## src/rtl/mem_arbiter_pkg.sv

```systemverilog
`default_nettype none
// ============================================================================
// Module   : mem_arbiter_pkg
// Brief    : Shared FSM encodings, owner IDs and wait-counter helper for
//            the two-requester RAM arbiter.
// Revision : 1.0 - initial release
// ============================================================================
package mem_arbiter_pkg;

    typedef enum logic [1:0] {
        ST_IDLE    = 2'd0,
        ST_ACC     = 2'd1,
        ST_RD_WAIT = 2'd2,
        ST_RESP    = 2'd3
    } state_t;

    localparam logic OWN_0 = 1'b0;
    localparam logic OWN_1 = 1'b1;

    // Wide enough for RD_LAT-1 with RD_LAT in 1..3
    localparam int WAIT_CNT_W = 2;

    function automatic logic [WAIT_CNT_W-1:0] rd_wait_init(input int rd_lat);
        return WAIT_CNT_W'(rd_lat - 1);
    endfunction

endpackage
`default_nettype wire

```

## src/rtl/mem_arbiter_if.sv

```systemverilog
`default_nettype none
// ============================================================================
// Module   : mem_arbiter_if
// Brief    : Requester and RAM-side signal bundle of the arbiter. The master
//            modport is the arbiter view, slave is the client/RAM view.
// Revision : 1.0 - initial release
// ============================================================================
interface mem_arbiter_if #(
    parameter int DATA_W = 8,
    parameter int ADDR_W = 4
);
    logic              req_0;
    logic              we_0;
    logic [ADDR_W-1:0] addr_0;
    logic [DATA_W-1:0] wdata_0;
    logic              gnt_0;
    logic              rvld_0;
    logic [DATA_W-1:0] rdata_0;

    logic              req_1;
    logic              we_1;
    logic [ADDR_W-1:0] addr_1;
    logic [DATA_W-1:0] wdata_1;
    logic              gnt_1;
    logic              rvld_1;
    logic [DATA_W-1:0] rdata_1;

    logic              ram_wren;
    logic [ADDR_W-1:0] ram_wraddr;
    logic [DATA_W-1:0] ram_wdata;
    logic [ADDR_W-1:0] ram_rdaddr;
    logic [DATA_W-1:0] ram_q;

    logic              busy;

    modport master (
        input  req_0, we_0, addr_0, wdata_0,
        input  req_1, we_1, addr_1, wdata_1,
        input  ram_q,
        output gnt_0, rvld_0, rdata_0,
        output gnt_1, rvld_1, rdata_1,
        output ram_wren, ram_wraddr, ram_wdata, ram_rdaddr,
        output busy
    );

    modport slave (
        output req_0, we_0, addr_0, wdata_0,
        output req_1, we_1, addr_1, wdata_1,
        output ram_q,
        input  gnt_0, rvld_0, rdata_0,
        input  gnt_1, rvld_1, rdata_1,
        input  ram_wren, ram_wraddr, ram_wdata, ram_rdaddr,
        input  busy
    );

endinterface
`default_nettype wire

```

## src/rtl/mem_arbiter_rr_arb2.sv

```systemverilog
`default_nettype none
// ============================================================================
// Module   : rr_arb2
// Brief    : Combinational two-way picker; round-robin on last winner, or
//            fixed priority to requester 0 when 'fixed' is set.
// Revision : 1.0 - initial release
// ============================================================================
module rr_arb2
    import mem_arbiter_pkg::*;
(
    input  logic [1:0] req,
    input  logic       last,
    input  logic       fixed,
    output logic       win,
    output logic       any
);

    always_comb begin
        any = |req;
        win = OWN_0;
        if (req == 2'b11) begin
            win = fixed ? OWN_0 : ~last;
        end else if (req[1]) begin
            win = OWN_1;
        end
    end

endmodule
`default_nettype wire

```

## src/rtl/mem_arbiter.sv

```systemverilog
`default_nettype none
// ============================================================================
// Module   : mem_arbiter
// Brief    : Shares one dual-port RAM between two requesters, sequencing
//            strictly non-overlapping writes and reads with read-data return.
//            Define MEM_ARB_FIXED_PRIO_EN for fixed priority (requester 0
//            wins ties, requester 1 may starve); default is round-robin.
// Revision : 1.0 - initial release
// ============================================================================
module mem_arbiter
    import mem_arbiter_pkg::*;
#(
    parameter int DATA_W = 8,
    parameter int ADDR_W = 4,
    parameter int RD_LAT = 1    // legal range 1..3
) (
    input  logic           clk,
    input  logic           rst,
    mem_arbiter_if.master  bus
);

`ifdef MEM_ARB_FIXED_PRIO_EN
    localparam logic c_FIXED_PRIO = 1'b1;
`else
    localparam logic c_FIXED_PRIO = 1'b0;
`endif

    state_t                r_state;
    logic                  r_cmd_owner;
    logic                  r_cmd_we;
    logic [ADDR_W-1:0]     r_cmd_addr;
    logic [DATA_W-1:0]     r_cmd_wdata;
    logic                  r_last_gnt;
    logic [WAIT_CNT_W-1:0] r_wait_cnt;
    logic                  r_gnt_0;
    logic                  r_gnt_1;
    logic                  r_rvld_0;
    logic                  r_rvld_1;
    logic [DATA_W-1:0]     r_rdata_0;
    logic [DATA_W-1:0]     r_rdata_1;
    logic                  r_ram_wren;

    logic                  w_win;
    logic                  w_any;
    logic                  w_win_we;
    logic [ADDR_W-1:0]     w_win_addr;
    logic [DATA_W-1:0]     w_win_wdata;

    rr_arb2 u_rr_arb2 (
        .req   ({bus.req_1, bus.req_0}),
        .last  (r_last_gnt),
        .fixed (c_FIXED_PRIO),
        .win   (w_win),
        .any   (w_any)
    );

    always_comb begin
        w_win_we    = bus.we_0;
        w_win_addr  = bus.addr_0;
        w_win_wdata = bus.wdata_0;
        if (w_win == OWN_1) begin
            w_win_we    = bus.we_1;
            w_win_addr  = bus.addr_1;
            w_win_wdata = bus.wdata_1;
        end
    end

    // Write enable is launched from IDLE so it is high exactly in the ACC cycle
    always_ff @(posedge clk or posedge rst) begin
        if (rst) begin
            r_state     <= ST_IDLE;
            r_cmd_owner <= OWN_0;
            r_cmd_we    <= 1'b0;
            r_cmd_addr  <= '0;
            r_cmd_wdata <= '0;
            r_last_gnt  <= OWN_1;
            r_wait_cnt  <= '0;
            r_gnt_0     <= 1'b0;
            r_gnt_1     <= 1'b0;
            r_rvld_0    <= 1'b0;
            r_rvld_1    <= 1'b0;
            r_rdata_0   <= '0;
            r_rdata_1   <= '0;
            r_ram_wren  <= 1'b0;
        end else begin
            r_gnt_0    <= 1'b0;
            r_gnt_1    <= 1'b0;
            r_rvld_0   <= 1'b0;
            r_rvld_1   <= 1'b0;
            r_ram_wren <= 1'b0;
            case (r_state)
                ST_IDLE: begin
                    if (w_any) begin
                        r_cmd_owner <= w_win;
                        r_cmd_we    <= w_win_we;
                        r_cmd_addr  <= w_win_addr;
                        r_cmd_wdata <= w_win_wdata;
                        r_last_gnt  <= w_win;
                        r_gnt_0     <= (w_win == OWN_0);
                        r_gnt_1     <= (w_win == OWN_1);
                        r_ram_wren  <= w_win_we;
                        r_state     <= ST_ACC;
                    end
                end
                ST_ACC: begin
                    if (r_cmd_we) begin
                        r_state <= ST_IDLE;
                    end else begin
                        r_wait_cnt <= rd_wait_init(RD_LAT);
                        r_state    <= ST_RD_WAIT;
                    end
                end
                ST_RD_WAIT: begin
                    if (r_wait_cnt == '0) begin
                        r_state <= ST_RESP;
                    end else begin
                        r_wait_cnt <= r_wait_cnt - WAIT_CNT_W'(1);
                    end
                end
                ST_RESP: begin
                    if (r_cmd_owner == OWN_0) begin
                        r_rdata_0 <= bus.ram_q;
                        r_rvld_0  <= 1'b1;
                    end else begin
                        r_rdata_1 <= bus.ram_q;
                        r_rvld_1  <= 1'b1;
                    end
                    r_state <= ST_IDLE;
                end
                default: r_state <= ST_IDLE;
            endcase
        end
    end

    // RAM address/data come straight from the command registers
    assign bus.ram_wren   = r_ram_wren;
    assign bus.ram_wraddr = r_cmd_addr;
    assign bus.ram_wdata  = r_cmd_wdata;
    assign bus.ram_rdaddr = r_cmd_addr;

    assign bus.gnt_0   = r_gnt_0;
    assign bus.gnt_1   = r_gnt_1;
    assign bus.rvld_0  = r_rvld_0;
    assign bus.rvld_1  = r_rvld_1;
    assign bus.rdata_0 = r_rdata_0;
    assign bus.rdata_1 = r_rdata_1;
    assign bus.busy    = (r_state != ST_IDLE);

endmodule
`default_nettype wire

```

## src/flat_wrapper.sv

```systemverilog
// flat-port wrapper written by rule: the top's interface ports become plain ports
module mem_arbiter_flat import mem_arbiter_pkg::*;
#(
    parameter int DATA_W = 8,
    parameter int ADDR_W = 4,
    parameter int RD_LAT = 1                       
)
  (clk, rst, bus_req_0, bus_we_0, bus_addr_0, bus_wdata_0, bus_req_1, bus_we_1, bus_addr_1, bus_wdata_1, bus_ram_q, bus_gnt_0, bus_rvld_0, bus_rdata_0, bus_gnt_1, bus_rvld_1, bus_rdata_1, bus_ram_wren, bus_ram_wraddr, bus_ram_wdata, bus_ram_rdaddr, bus_busy);
  mem_arbiter_if #(.DATA_W(DATA_W), .ADDR_W(ADDR_W)) bus_i ();
  input  logic clk;
  input  logic rst;
  input wire logic [$bits(bus_i.req_0)-1:0] bus_req_0;
  input wire logic [$bits(bus_i.we_0)-1:0] bus_we_0;
  input wire logic [$bits(bus_i.addr_0)-1:0] bus_addr_0;
  input wire logic [$bits(bus_i.wdata_0)-1:0] bus_wdata_0;
  input wire logic [$bits(bus_i.req_1)-1:0] bus_req_1;
  input wire logic [$bits(bus_i.we_1)-1:0] bus_we_1;
  input wire logic [$bits(bus_i.addr_1)-1:0] bus_addr_1;
  input wire logic [$bits(bus_i.wdata_1)-1:0] bus_wdata_1;
  input wire logic [$bits(bus_i.ram_q)-1:0] bus_ram_q;
  output wire logic [$bits(bus_i.gnt_0)-1:0] bus_gnt_0;
  output wire logic [$bits(bus_i.rvld_0)-1:0] bus_rvld_0;
  output wire logic [$bits(bus_i.rdata_0)-1:0] bus_rdata_0;
  output wire logic [$bits(bus_i.gnt_1)-1:0] bus_gnt_1;
  output wire logic [$bits(bus_i.rvld_1)-1:0] bus_rvld_1;
  output wire logic [$bits(bus_i.rdata_1)-1:0] bus_rdata_1;
  output wire logic [$bits(bus_i.ram_wren)-1:0] bus_ram_wren;
  output wire logic [$bits(bus_i.ram_wraddr)-1:0] bus_ram_wraddr;
  output wire logic [$bits(bus_i.ram_wdata)-1:0] bus_ram_wdata;
  output wire logic [$bits(bus_i.ram_rdaddr)-1:0] bus_ram_rdaddr;
  output wire logic [$bits(bus_i.busy)-1:0] bus_busy;
  assign bus_i.req_0 = bus_req_0;
  assign bus_i.we_0 = bus_we_0;
  assign bus_i.addr_0 = bus_addr_0;
  assign bus_i.wdata_0 = bus_wdata_0;
  assign bus_i.req_1 = bus_req_1;
  assign bus_i.we_1 = bus_we_1;
  assign bus_i.addr_1 = bus_addr_1;
  assign bus_i.wdata_1 = bus_wdata_1;
  assign bus_i.ram_q = bus_ram_q;
  assign bus_gnt_0 = bus_i.gnt_0;
  assign bus_rvld_0 = bus_i.rvld_0;
  assign bus_rdata_0 = bus_i.rdata_0;
  assign bus_gnt_1 = bus_i.gnt_1;
  assign bus_rvld_1 = bus_i.rvld_1;
  assign bus_rdata_1 = bus_i.rdata_1;
  assign bus_ram_wren = bus_i.ram_wren;
  assign bus_ram_wraddr = bus_i.ram_wraddr;
  assign bus_ram_wdata = bus_i.ram_wdata;
  assign bus_ram_rdaddr = bus_i.ram_rdaddr;
  assign bus_busy = bus_i.busy;
  mem_arbiter #(.DATA_W(DATA_W), .ADDR_W(ADDR_W), .RD_LAT(RD_LAT)) u_core (.clk(clk), .rst(rst), .bus(bus_i));
endmodule
```

## config.mk

```make
export PLATFORM = sky130hd
export DESIGN_NAME = mem_arbiter_flat
export DESIGN_NICKNAME = d
export VERILOG_FILES = /design/src/rtl/mem_arbiter_pkg.sv /design/src/rtl/mem_arbiter_if.sv /design/src/rtl/mem_arbiter_rr_arb2.sv /design/src/rtl/mem_arbiter.sv /design/src/flat_wrapper.sv
export SDC_FILE = /design/constraint.sdc
export NUM_CORES = 1
export LEC_CHECK = 0
export CORE_MARGIN = 10
export CORE_UTILIZATION = 42
export DETAILED_ROUTE_END_ITERATION = 8
export GPL_ROUTABILITY_DRIVEN = 0
export PLACE_DENSITY_LB_ADDON = 0.1
export SYNTH_ARGS = -nofsm -noshare
export SYNTH_HDL_FRONTEND = slang
export SYNTH_SLANG_ARGS = --single-unit
```

## constraint.sdc

```tcl
create_clock -name clk -period 1.8 [get_ports clk]
set_input_delay 0.36 -clock clk [delete_from_list [all_inputs] [get_ports clk]]
set_output_delay 0.36 -clock clk [all_outputs]
set_load 0.01 [all_outputs]
```

**Cells colored by class**

Scale bar: 20 µm.
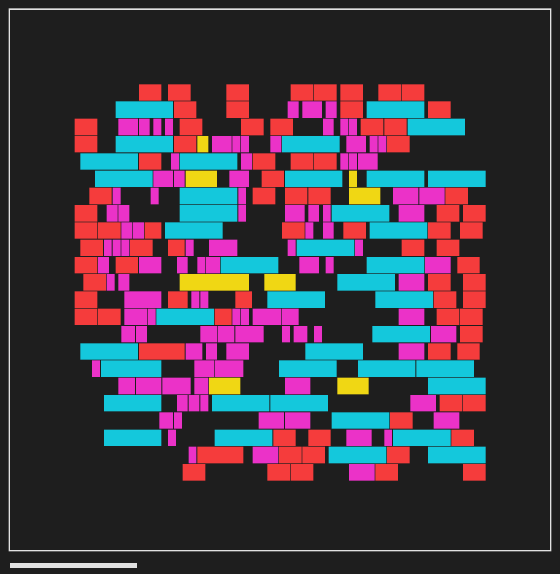
| color | class | cells | share of their area |
|---|---|---|---|
| red | other buffers and delay cells | 81 | 31% |
| yellow | clock drivers and dummy loads | 8 | 4.1% |
| magenta | combinational and other logic | 105 | 27% |
| cyan | flops | 40 | 38% |

**Selected gate families**

Scale bar: 20 µm.
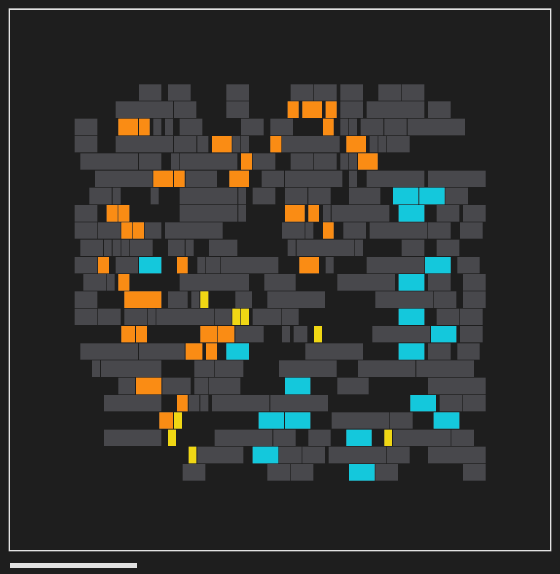
| color | family | cells | most used |
|---|---|---|---|
| yellow | inverters | 8 | inv_1 |
| cyan | multiplexers | 18 | mux2_2 |
| orange | inverting AOI/OAI gates | 35 | a21oi_1 |
most numerous logic cell after layout: clkdlybuf4s50_1
Final Non-Filler Cells: 284
combinational share of cell area: 25.0%

==> results.yml <==
# implementation run metrics
critical_path:
  max_stage_delay_ps: 400
  crit_fanout: 3
  cp-endpoint: "bus_busy"
  required_ps: 1440
  path_depth: 4
  rr_worst_depth: 5
  crit_type: "reg -> out"
  path_delay_family: "buffers and inverters"
  critPathLaunchType: "register"
  endpoint_kind: "primary output"
  slowest_stage: "dfrtp_1"
  cpMostUsedCell: "inv_1"
  arrival_ps: 1330
  r2r-end: "u_core.r_wait_cnt[0]"
  path_buffers: 3
  r2r_slack_ps: 220
  path_cells: "inv_1, ha_1, inv_1, dlygate4sd2_1"
synth:
  seq_area_frac_synth_pct: 56.4
  syn_area_mm2: 0.00178
  synth_cells: 155
  yosys-mux-area-fraction_pct: 11.3
  async_flop_share_pct: 100
  logic_family: "AND-OR/OR-AND gates"
  ys_cells: 155
  synth-edff-count: 0
  common_cells: "39 x dfrtp_1, 18 x a21oi_1, 17 x nor2_1"
  synth_warnings: 0
  syn_nets: 198
  synth_cell_type_count: 27
  simple_gate_area_share_pct: 7.88
  syn_area_per_cell_um2: 11.5
  ys_sh_adder_pct: 3.52
  synth-compound-area-share_pct: 15.2
  flop_cell: "dfrtp_1"
  top_cell: "dfrtp_1"
  xor_share_pct: 0
  synth_top_area_share_pct: 54.9
  top_area_cell: "dfrtp_1"
final_layout:
  final_util_pct: 66.4
  design_area_mm2: 0.00270
  fillers: 303
  buffers: 81
  n_antenna_cell: 0
  final_layout_top_logic_cells: "74 x clkdlybuf4s50_1, 39 x dfrtp_1, 18 x a21oi_1, 17 x nor2_1, 16 x mux2_2"
  seq_area_share_pct: 37.2
  clk_share_pct: 3.99
  regArea_mm2: 0.00100
  clkbuf_count: 6
  syn_to_final_growth_pct: 51.6
  post_route_cells_drive_above_1_share_pct: 17.9
  comb.multi_input.count: 97
  n_all_inverters: 8
  flops: 40
  final-nonclk-buf-share_pct: 30.4
  nNetsFinal: 276
route:
  drt-initial-drc-count: 68
  wl_um: 4610
  first_pass_iters: 4
  post-route-drc-count: 0
  dr_total_vias: 1392
  route.met2.wl_um: 2360
  dr_wl_met3_um: 402
  dr.max_layer_used: "met4"
  wire_per_inst_um: 16.2
  vias_per_cell: 4.90
  ant_nets: 0
pwr:
  powerClk_uw: 711
  power-top-group: "combinational cells"
  ir_drop_uv: 959
  p_comb_share_pct: 50.3
  clockPowerShare_pct: 15.7
  leakage_nw: 1.17
  p_sw_mw: 1.52
  p_seq_share_pct: 34.0
  swShare_pct: 33.7
  finalPower_mw: 4.52
  powerComb_mw: 2.27
  p_seq_mw: 1.54
sta:
  hold_violations: 0
  maxSlewViolCount: 0
  setup_tns_ps: 0
  slew_headroom_pct: 70.8
  finClkSkew_ps: 4.89
  fin_crit_sh_pct: 94.0
  period_needed_ps: 1690
  tightestPinTransition_ps: 438
  fin_hold_ws_ps: 424
  rsz0062_at_grt: "no"
  setup_ws_ps: 108
  setup_violations: 0
placed_design:
  dp.cells: 275
  post-place-ws_ps: 70.9
  hpwlAfterDp_um: 3560
  io_buffers: 75
  place_area_mm2: 0.00258
worst_hold_path:
  hp-class: "in -> async"
floorplanning:
  die_h_um: 85.1
  die-area_mm2: 0.00724
  rows: 23
  fp_util_pct: 43.8
  die_x_um: 85.1
  core_area_mm2: 0.00406
  ios: 76
clocking:
  numCtsBuffers: 5
  cts_max_level: 2
  postCtsHoldBufs: 0
  clock_latency_ps: 290
  ctsLongestPathBuffers: 2
  post-cts-setup-buffers: 1
  ctsResizeCount: 1
  clockRootBuffer: "clkbuf_8"
  clkSinkCount: 40
  clk_pin_slew_ps: 70
  cts_tree: "built"
outcome:
  status: "finished clean"
global_route:
  antenna_found_initial: 0
  grt.busiest_layer: "met2"
  grt_use_met1_pct: 13.7
  grt_util_met2_pct: 21.4
  grt_first_pass_wirelength_um: 7510
  grtUsageTotal_pct: 12.7
  gr-total-overflow: 0
flow_run:
  warnings: 29
  drv_cap: 0
Power figures rest on the tool's default switching activity, not on a simulated workload.
